## config.mk

```make
export PLATFORM = sky130hd
export DESIGN_NAME = chn_ep_arb
export DESIGN_NICKNAME = d
export VERILOG_FILES = /design/src/rtl/chn_ep_arb_pkg.sv /design/src/rtl/chn_ep_arb_rr_pick.sv /design/src/rtl/chn_ep_arb.sv
export SDC_FILE = /design/constraint.sdc
export NUM_CORES = 1
export LEC_CHECK = 0
export CAP_MARGIN = 20
export CORE_UTILIZATION = 50
export DETAILED_ROUTE_END_ITERATION = 16
export HOLD_SLACK_MARGIN = 0.1
export PLACE_DENSITY = 0.73
export SLEW_MARGIN = 25
export SYNTH_ARGS = -nofsm -noshare
export SYNTH_HDL_FRONTEND = slang
export SYNTH_SLANG_ARGS = --single-unit
```

## constraint.sdc

```tcl
create_clock -name pcie_clk -period 1.85 [get_ports pcie_clk]
set_input_delay 0.555 -clock pcie_clk [delete_from_list [all_inputs] [get_ports pcie_clk]]
set_output_delay 0.555 -clock pcie_clk [all_outputs]
set_load 0.005 [all_outputs]
```

## src/rtl/chn_ep_arb_pkg.sv

```systemverilog
// Shared types and helpers for the TRN tx endpoint arbiter.
package chn_ep_arb_pkg;

  // Token FSM states
  typedef enum logic [1:0] {
    ST_ARB     = 2'd0,
    ST_GRANT   = 2'd1,
    ST_BUSY    = 2'd2,
    ST_RELEASE = 2'd3
  } arb_state_e;

  // Ceiling log2, never below 1 so single-bit indices stay legal
  function automatic int unsigned clog2(input int unsigned v);
    int unsigned r;
    r = 0;
    for (int unsigned i = 0; i < 32; i++) begin
      if ((64'(1) << i) < 64'(v)) r = i + 1;
    end
    return (r < 1) ? 1 : r;
  endfunction

endpackage

```

## src/rtl/chn_ep_arb_rr_pick.sv

```systemverilog
// Round-robin picker: first requester strictly after 'last', wrapping to 'last' itself.
module chn_ep_arb_rr_pick
  import chn_ep_arb_pkg::*;
#(
  parameter int unsigned NCHN = 2,
  parameter int unsigned IW   = clog2(NCHN)
) (
  input  logic [NCHN-1:0] req,
  input  logic [IW-1:0]   last,
  output logic [IW-1:0]   next,
  output logic            any_req
);

  int unsigned cand;

  // Scan farthest-first so the nearest requester in RR order wins; wrap is explicit
  always_comb begin
    any_req = |req;
    next    = last;
    cand    = 0;
    for (int unsigned k = NCHN; k > 0; k--) begin
      cand = 32'(last) + k;
      if (cand >= NCHN) cand = cand - NCHN;
      if (req[IW'(cand)]) next = IW'(cand);
    end
  end

endmodule

```

## src/rtl/chn_ep_arb.sv

```systemverilog
// TRN tx endpoint arbiter: one ownership token circulated round-robin among channels.
module chn_ep_arb
  import chn_ep_arb_pkg::*;
#(
  parameter int unsigned NCHN     = 2,
  parameter int unsigned PARK_CYC = 4,
  parameter int unsigned GRANT_TO = 256
) (
  input  logic                   pcie_clk,
  input  logic                   pcie_rst,
  input  logic [NCHN-1:0]        chn_reqep,
  input  logic [NCHN-1:0]        chn_drvn,
  output logic [NCHN-1:0]        chn_trn,
  output logic [clog2(NCHN)-1:0] grant_idx,
  output logic                   err_bad_drv,
  output logic                   err_timeout
);

  localparam int unsigned IW = clog2(NCHN);
  localparam int unsigned CW = clog2((PARK_CYC > GRANT_TO) ? PARK_CYC : GRANT_TO) + 1;
  localparam logic [CW-1:0] CMAX     = {CW{1'b1}};
  localparam logic [CW-1:0] PARK_LIM = CW'(PARK_CYC);
  localparam logic [CW-1:0] GTO_LIM  = CW'(GRANT_TO);

  arb_state_e      state_q, state_d;
  logic [NCHN-1:0] trn_d;
  logic [IW-1:0]   idx_d, pick_idx, rot_idx;
  logic [CW-1:0]   park_cnt, park_d, wait_cnt, wait_d;
  logic            to_d, pick_any, hold_req, hold_drv, bad_drv_c;

  function automatic logic [CW-1:0] sat_inc(input logic [CW-1:0] v);
    return (v == CMAX) ? v : v + CW'(1);
  endfunction

  chn_ep_arb_rr_pick #(.NCHN(NCHN), .IW(IW)) u_pick (
    .req     (chn_reqep),
    .last    (grant_idx),
    .next    (pick_idx),
    .any_req (pick_any)
  );

  assign rot_idx   = (grant_idx == IW'(NCHN - 1)) ? '0 : grant_idx + IW'(1);
  assign hold_req  = chn_reqep[grant_idx];
  assign hold_drv  = chn_drvn[grant_idx];
  assign bad_drv_c = |(chn_drvn & ~chn_trn);

  // Next-state, token and counter decode
  always_comb begin
    state_d = state_q;
    trn_d   = chn_trn;
    idx_d   = grant_idx;
    park_d  = park_cnt;
    wait_d  = wait_cnt;
    to_d    = 1'b0;
    case (state_q)
      ST_ARB: begin
        idx_d   = pick_any ? pick_idx : rot_idx;
        trn_d   = NCHN'(1) << idx_d;
        park_d  = '0;
        wait_d  = '0;
        state_d = ST_GRANT;
      end
      ST_GRANT: begin
        if (hold_drv) begin
          state_d = ST_BUSY;
        end else if (!hold_req && park_cnt >= PARK_LIM) begin
          state_d = ST_RELEASE;
          trn_d   = '0;
        end else if (hold_req && wait_cnt >= GTO_LIM) begin
          state_d = ST_RELEASE;
          trn_d   = '0;
          to_d    = 1'b1;
        end else begin
          wait_d = sat_inc(wait_cnt);
          park_d = hold_req ? '0 : sat_inc(park_cnt);
        end
      end
      ST_BUSY: begin
        if (!hold_drv) begin
          state_d = ST_RELEASE;
          trn_d   = '0;
        end
      end
      ST_RELEASE: begin
        state_d = ST_ARB;
      end
      default: begin
        state_d = ST_ARB;
        trn_d   = '0;
      end
    endcase
  end

  // State, token, counters and error flags
  always_ff @(posedge pcie_clk) begin
    if (pcie_rst) begin
      state_q     <= ST_ARB;
      chn_trn     <= '0;
      grant_idx   <= IW'(NCHN - 1);
      park_cnt    <= '0;
      wait_cnt    <= '0;
      err_timeout <= 1'b0;
      err_bad_drv <= 1'b0;
    end else begin
      state_q     <= state_d;
      chn_trn     <= trn_d;
      grant_idx   <= idx_d;
      park_cnt    <= park_d;
      wait_cnt    <= wait_d;
      err_timeout <= to_d;
      err_bad_drv <= err_bad_drv | bad_drv_c;
    end
  end

endmodule
```

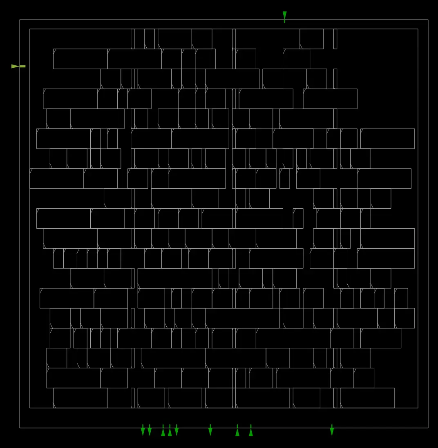
placed.png
layout filler cell count: 223
number of flip-flops and latches: 25
filler-free cell count of the finished design: 229
share of the core filled with cells in the final layout: 0.6961
placement row count: 19

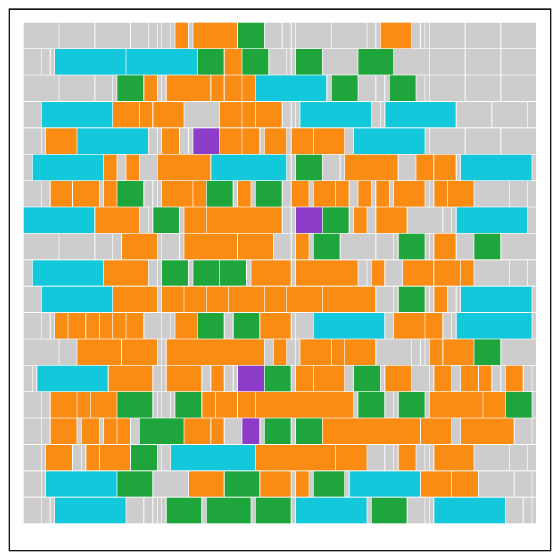
class_map.png
Fill, decap, tap and diode cells in gray.
[sequential cells] cyan | cells: 25 | share of their area: 27%
[clock drivers and dummy loads] purple | cells: 4 | share of their area: 1.5%
[remaining buffers and delay cells] green | cells: 42 | share of their area: 18%
[remaining logic cells] orange | cells: 127 | share of their area: 53%
post-route cell area: 0.001903 sq mm
placeable core area: 0.002734 sq mm
Seq area share: 0.2663

==> tab_implementation.tex <==
% Generated from flow reports
\begin{tabular}{lr}
\hline
Metric & Value \\
\hline
\multicolumn{2}{l}{\textbf{Route}} \\
\quad Total number of vias & 1303 \\
\quad Max Used Layer & met4 \\
\quad Number of nets still failing antenna checks after routing & 0 \\
\quad Wire per inst & 15.08 um \\
\quad DR iter-0 viols & 33 \\
\quad Drt total wl & 3453 um \\
\quad Number of detailed-routing iterations run before antenna repair & 4 \\
\quad Total routed wire length on the met1 layer & 1584 um \\
\quad DRC Markers & 0 \\
\quad Vias per cell & 5.690 \\
\quad Metal2 WL & 1748 um \\
\quad Met3 routed wirelength & 80 um \\
\multicolumn{2}{l}{\textbf{Synth}} \\
\quad Instance tally after logic synthesis & 155 \\
\quad Yosys warning tally & 0 \\
\quad Primary FF master, synth & sky130\_fd\_sc\_hd\_\_dfxtp\_1 \\
\quad Cell Type Count & 49 \\
\quad Flip-flop and latch count after synthesis & 25 \\
\quad Top logic family & AND-OR/OR-AND gates \\
\quad Post-Synth AOI/OAI Area & 0.2702 \\
\quad Dominant cell by count in the synthesized netlist & sky130\_fd\_sc\_hd\_\_dfxtp\_1 \\
\quad YS chip area & 0.001440 sq mm \\
\quad Share of flip-flops with an asynchronous set or reset after synthesis & 0 \\
\quad Top area cells in the synthesized netlist & sky130\_fd\_sc\_hd\_\_dfxtp\_1 (35\%), sky130\_fd\_sc\_hd\_\_ha\_1 (7.8\%), sky130\_fd\_sc\_hd\_\_nor2\_1 (4.4\%), sky130\_fd\_sc\_hd\_\_a2111oi\_4 (3.8\%), sky130\_fd\_sc\_hd\_\_nand3\_1 (3.1\%) \\
\quad Share of the synthesized area in the top cell type & 0.3475 \\
\quad Seq/Total Area, Yosys & 0.3475 \\
\quad Basic Gates by Area & 0.2259 \\
\quad Number of nets at floorplan & 170 \\
\quad Area share of fa/ha/maj cells after synthesis & 0.07819 \\
\quad Area fraction in mux cells & 0.04692 \\
\quad Commonest cells in the synthesized netlist & sky130\_fd\_sc\_hd\_\_dfxtp\_1 (25), sky130\_fd\_sc\_hd\_\_nor2\_1 (17), sky130\_fd\_sc\_hd\_\_nand2\_1 (10) \\
\quad XORs/XNORs by Area & 0 \\
\quad Count of library flops with an enable pin & 0 \\
\quad Library cell occupying the most area in the post-synthesis netlist & sky130\_fd\_sc\_hd\_\_dfxtp\_1 \\
\quad Count of instantiated cells in the yosys netlist & 155 \\
\quad Avg Inst Size Synth & 9.291 sq um \\
\quad Summed instance area of the synthesized netlist & 0.001440 sq mm \\
\multicolumn{2}{l}{\textbf{Final timing}} \\
\quad Achievable clock frequency & 557.0 MHz \\
\quad Worst hold slack after final layout & 0.5020 ns \\
\quad Hold Fails Final Rpt & 0 \\
\quad Final period util & 0.9705 \\
\quad Final setup violation count & 0 \\
\quad Slew at the pin closest to its max-slew limit & 0.3470 ns \\
\quad Setup TNS after final layout & 0 ns \\
\quad Max-slew violations & 0 \\
\quad Final setup margin & 0.05461 ns \\
\quad Post-layout min period & 1.795 ns \\
\quad Relative slew slack & 0.7662 \\
\multicolumn{2}{l}{\textbf{Hold path}} \\
\quad Worst hold stages & 2 \\
\quad Class of the most critical hold timing path & flop to flop \\
\quad Sink of the worst hold path & chn\_trn[1] \\
\quad Hold path startpoint & chn\_trn[1] \\
\multicolumn{2}{l}{\textbf{Cells and area}} \\
\quad Register area & 506.7 sq um \\
\quad Share of post-route cells with drive strength above 1 & 0.3333 \\
\quad Multi-input logic portion of the cell area & 0.5003 \\
\quad Count of clock-net buffers in the final layout & 3 \\
\quad Commonest cells after routing, fill and taps aside & sky130\_fd\_sc\_hd\_\_buf\_4 (32), sky130\_fd\_sc\_hd\_\_dfxtp\_1 (22), sky130\_fd\_sc\_hd\_\_nor2\_1 (17), sky130\_fd\_sc\_hd\_\_nand2\_1 (10), sky130\_fd\_sc\_hd\_\_inv\_1 (9) \\
\quad Clock tree cell share of total cell area & 0.01446 \\
\quad Area Overhead vs Synth & 32.15\% \\
\quad Non-clock inverter count in the final layout & 9 \\
\quad Inserted Diodes & 0 \\
\quad Count of multi-input gates & 118 \\
\quad Registers with the most flip-flops & park\_cnt x9, wait\_cnt x9 \\
\quad Cell class ranked first by area & multi-input combinational cells \\
\quad Count of nets after finishing & 214 \\
\quad Logic area & 952.2 sq um \\
\quad Leading cell type in the layout, fill and taps excluded & sky130\_fd\_sc\_hd\_\_buf\_4 \\
\quad Non-clock buffering overhead & 0.1808 \\
\quad Non-clock buffer total of the final layout & 42 \\
\multicolumn{2}{l}{\textbf{Die}} \\
\quad Overall die height & 55.67 um \\
\quad IO Count & 11 \\
\quad Die Width & 55.67 um \\
\quad Floorplan utilization & 0.5268 \\
\quad Well-Tap Cells & 31 \\
\quad Die ar. & 0.003099 sq mm \\
\multicolumn{2}{l}{\textbf{Pwr}} \\
\quad Cell-internal power & 1.401 mW \\
\quad Share of power burned in combinational logic & 0.603 \\
\quad Power density cells & 1210 mW/mm\^{}2 \\
\quad Tot Pwr & 2.302 mW \\
\quad Sequential share of power & 0.288 \\
\quad Peak VDD IR & 0.9451 mV \\
\quad Switching share of total power & 0.3914 \\
\quad Power consumed by combinational cells & 1.39 mW \\
\quad Static power due to leakage & 0.7456 nW \\
\quad Flop+latch power & 0.662 mW \\
\quad Biggest power consumer among the groups & combinational logic \\
\quad Total net switching power & 0.9010 mW \\
\multicolumn{2}{l}{\textbf{Critical path}} \\
\quad Worst path arrival time & 1.24 ns \\
\quad FF-to-FF Start & state\_q[0] \\
\quad Category of the critical setup timing path & flop to primary output \\
\quad CP endpoint & grant\_idx \\
\quad Reg2Reg Depth & 8 \\
\quad Startpoint of the most critical setup path & grant\_idx \\
\quad Number of cells on the critical path & 1 \\
\quad Critical path's top delay family & buffers and inverters \\
\quad Setup crit start kind & flop \\
\quad Worst-path maximum fanout & 5 \\
\quad Count of buffering cells on the critical path with inverters included & 1 \\
\quad Register-to-register setup slack & 0.06 ns \\
\quad Ordered cell list for the critical path & clkdlybuf4s50\_1 \\
\quad Worst path max stage delay & 0.50 ns \\
\quad Capture point of the worst reg-to-reg path & wait\_cnt[6] \\
\quad Crit path max-delay cell type & sky130\_fd\_sc\_hd\_\_clkdlybuf4s50\_1 \\
\quad Critical path endpoint category & primary output \\
\quad Required time at the worst-slack endpoint & 1.29 ns \\
\multicolumn{2}{l}{\textbf{CTS}} \\
\quad Maximum buffer depth of the clock tree & 2 \\
\quad Number of buffers created by CTS & 3 \\
\quad Num Clock Sinks & 25 \\
\quad Post CTS Setup Buffer Count & 1 \\
\quad Clk pin slew, worst setup/hold paths & 0.14 ns \\
\quad CTS Hold Buffers Added & 0 \\
\quad Clock tree from TritonCTS & done \\
\quad Maximum level of the CTS H-tree & 1 \\
\quad CTS resizes & 2 \\
\quad Buffer type at the clock tree root & sky130\_fd\_sc\_hd\_\_clkbuf\_4 \\
\multicolumn{2}{l}{\textbf{GRT}} \\
\quad Number of antenna violations at the first check in global routing & 0 \\
\quad Global-route met2 utilization & 0.3735 \\
\quad Met3 layer usage reported by global route & 0.04884 \\
\quad Maximum number of pins on one net before global-route repair & 15 \\
\quad Wire length of the first global-routing pass & 5651 um \\
\quad Busiest layer in global routing & met2 \\
\quad Via count of the first global-routing pass & 1299 \\
\quad Met1 track utilization from global routing & 0.2907 \\
\quad Remaining global-route overflow & 0 \\
\quad All-Layer GR Usage & 0.2293 \\
\multicolumn{2}{l}{\textbf{Placed design}} \\
\quad Input/output buffers & 10 \\
\quad Placer's final routability congestion estimate & 0.8496 \\
\quad Cell area after placement & 0.001817 sq mm \\
\quad Post-Place Setup Slack & -0.5652 ns \\
\quad Number of placed cells counting well taps & 225 \\
\quad HPWL after DPL & 2606 um \\
\multicolumn{2}{l}{\textbf{Run}} \\
\quad Number of logged tool warnings & 31 \\
\quad \# Max-Cap Violations & 0 \\
\multicolumn{2}{l}{\textbf{Run status}} \\
\quad Run status & finished, final reports clean \\
\hline
\end{tabular}
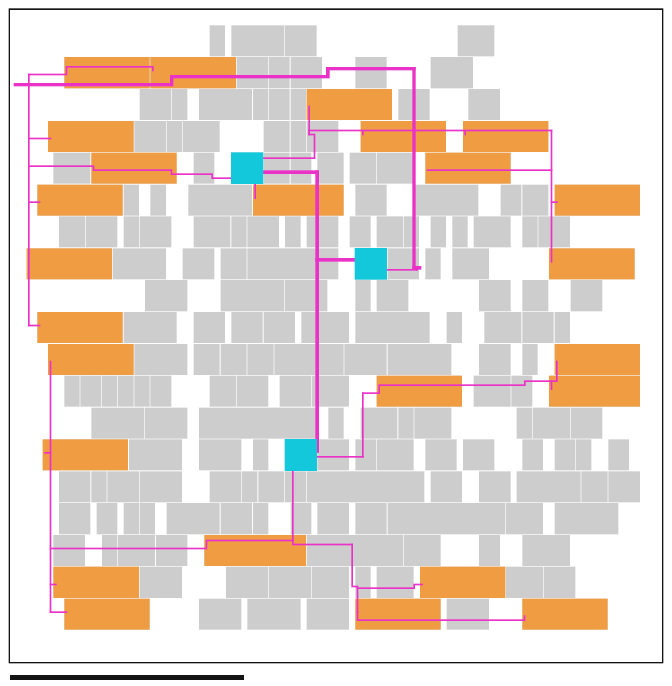
clock_wires.png
The bar under the picture is 20 um long.
[clock-net drivers] cyan | count: 3
[flip-flops] orange | count: 25
[clock wires] magenta | length: 326 um
routed clock nets: 4
flops lie: spread over the die
clock network latency to the later pin of the worst-skew pair: 0.33 ns
Worst Clk Skew: 0.005385 ns
clock share of power: 0.109
power drawn by the clock network: 0.251 mW

Power is estimated from default activity; no workload was simulated.
